Design ecc_encoder_flat, sky130hd; sources not shown.
### Routing congestion map

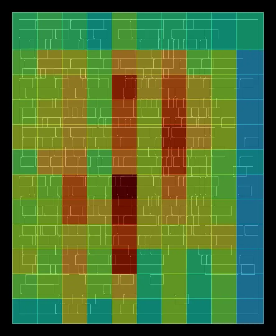
WL per Instance: 15.02 µm
total global routing track utilization: 0.1922
met1 Usage GRT: 0.2343
busiest grt layer: met2

### Met1 routing

Supply wires on this layer in grey.
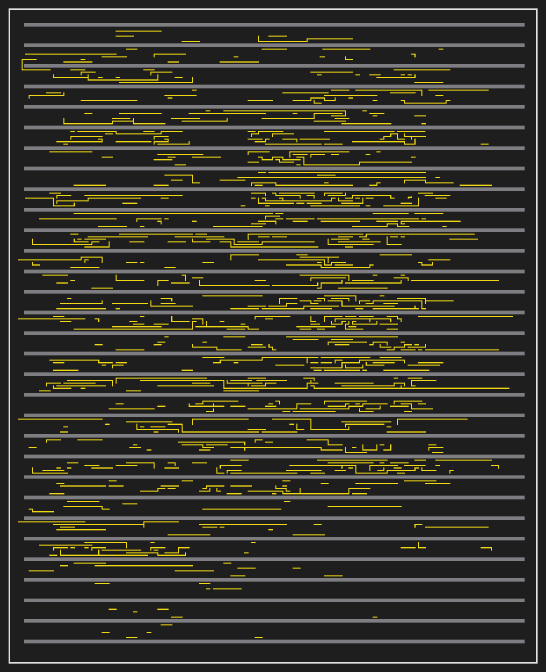
longest straight run	26.2 µm
share of all routed wire	42%
main direction	horizontal
wire length on this layer	2270 µm
nets with wire on the layer	274
via count: 1942
Routed WL: 5437 µm

==> flow_summary.toml <==
# yosys + openroad results
[setup_path]
path_cells = "clkdlybuf4s50_1 -> or2_2 -> nor2_2 -> nor2_1 -> o32a_1 -> o21ai_0 -> a21oi_1"
slowest_stage = "clkdlybuf4s50_1"

[final_timing]
hold_viol = 0
timing.hold.ws_ps = 458.5
finalCritPeriodShare = 0.7487
rsz0062_at_grt = "false"
setup_tns_ps = 0
worst_slew_pin_slew_ps = 992.8

[logic_synthesis]
ys_async_sr_fraction = 1.000
yosys.area_share.simple = 0.1449
edf_count = 0
syn_avg_cell_area_um2 = 10.19
adder_share = 0.01504
netlist_instances = 245
xor_area_frac = 0.1744
ys.flops = 46
synth_area_mm2 = 0.002496
synthTopLogicFamily = "XOR/XNOR gates"

[cells_and_area]
antenna_cells = 0
drive_above_1_share = 0.08054
final_area_mm2 = 0.003179
nets = 323

[clocking]
numCtsBuffers = 5
clkTransAtPathRegs_ps = 90
cts.sinks = 46
cts_setup_buffers = 0
htree_levels = 2
worstSkewPairLatency_ps = 300

[route]
drc = 0
via_per_inst = 5.365
dr.pass1.iters = 4

[grt]
grt_max_degree = 47
globalRouteOverflowTotal = 0

[die]
dieWidth_um = 69.62
die_y_um = 86.27

[hold_path]
min_path_type = "reg2reg"
hold_depth = 2

[placement]
pre_cts_ws_ps = 649.9
port_buffers = 52
dpl.hpwl_um = 4003

[pwr]
peakVddDrop_uv = 309.5

[status]
outcome = "finished, final reports clean"
worst max-delay path, delay by kind of cell:
family | cells | cell delay [ps]
AND/OR/NAND/NOR | 3 | 920
buffers and inverters | 1 | 650
AND-OR/OR-AND | 3 | 580
metal layers:
| metal | part of all wire | vias up | GRT usage | wire length [µm] |
|---|---|---|---|---|
| li1 | - | 937 | - | - |
| met1 | 0.42 | 932 | 0.2343 | 2274 |
| met2 | 0.50 | 62 | 0.3304 | 2728 |
| met3 | 0.054 | 11 | 0.04419 | 296 |
| met4 | 0.025 | 0 | 0.08042 | 138 |
| met5 | 0 | - | 0 | 0 |
through the flow:
step                utilization  instances
floorplan                     -        245
global placement         0.5685        354
detailed placement       0.5685        354
CTS                      0.5882        362
global route             0.5882        362
finish                   0.5882        362
layout by cell type (no fill, tap or decap), types with 2 or more instances in the layout:
| master | n |
|---|---|
| clkbuf_1 | 2 |
| o21ai_0 | 10 |
| nor3_1 | 8 |
| nand3_1 | 8 |
| inv_1 | 4 |
| xnor2_1 | 34 |
| dfstp_2 | 4 |
| xnor2_2 | 2 |
| clkdlybuf4s50_1 | 51 |
| a21o_1 | 2 |
| mux2_2 | 2 |
| ha_1 | 3 |
| buf_4 | 3 |
| clkbuf_8 | 5 |
| mux2i_1 | 22 |
| and3_1 | 2 |
| or3_1 | 2 |
| nand2_1 | 26 |
| dfrtp_1 | 42 |
| xnor3_1 | 2 |
| xor2_1 | 4 |
| a21oi_1 | 11 |
| nor2_1 | 31 |
| a22o_1 | 3 |
synth_stat cells (all sizes together) (3+ instances only):
| cell type | number | share of area |
|---|---|---|
| mux2i | 22 | 0.088 |
| a21oi | 11 | 0.022 |
| buf | 6 | 0.010 |
| nor3 | 8 | 0.016 |
| o21ai | 11 | 0.024 |
| xor2 | 4 | 0.014 |
| nand3 | 8 | 0.016 |
| dfstp | 4 | 0.042 |
| nor2 | 32 | 0.049 |
| clkbuf | 3 | 0.0045 |
| nand2 | 26 | 0.039 |
| a22o | 3 | 0.011 |
| ha | 3 | 0.015 |
| inv | 5 | 0.0075 |
| xnor2 | 36 | 0.13 |
| dfrtp | 42 | 0.42 |
cell families after synthesis:
kind of cell | after synthesis
AND-OR/OR-AND | 33
XOR/XNOR | 43
adder cells (fa/ha/maj) | 3
buffers and inverters | 14
flip-flops | 46
multiplexers | 24
AND/OR/NAND/NOR | 82
power breakdown:
group,switching [mW],internal (mW),total (mW)
clock network,0.168,0.202,0.370
logic,1.10,0.474,1.57
registers,0.118,0.678,0.796
cell type report:
| class | count | area [µm²] | share of cell area |
|---|---|---|---|
| Tap cell | 64 | 80.08 | 0.02519 |
| Multi-Input combinational cell | 185 | 1285 | 0.4042 |
| Timing Repair Buffer | 54 | 533.0 | 0.1677 |
| Inverter | 5 | 18.77 | 0.005903 |
| Clock buffer | 7 | 76.32 | 0.02401 |
| Clock inverter | 1 | 30.03 | 0.009445 |
| Sequential cell | 46 | 1156 | 0.3636 |
Power is estimated from default activity; no workload was simulated.
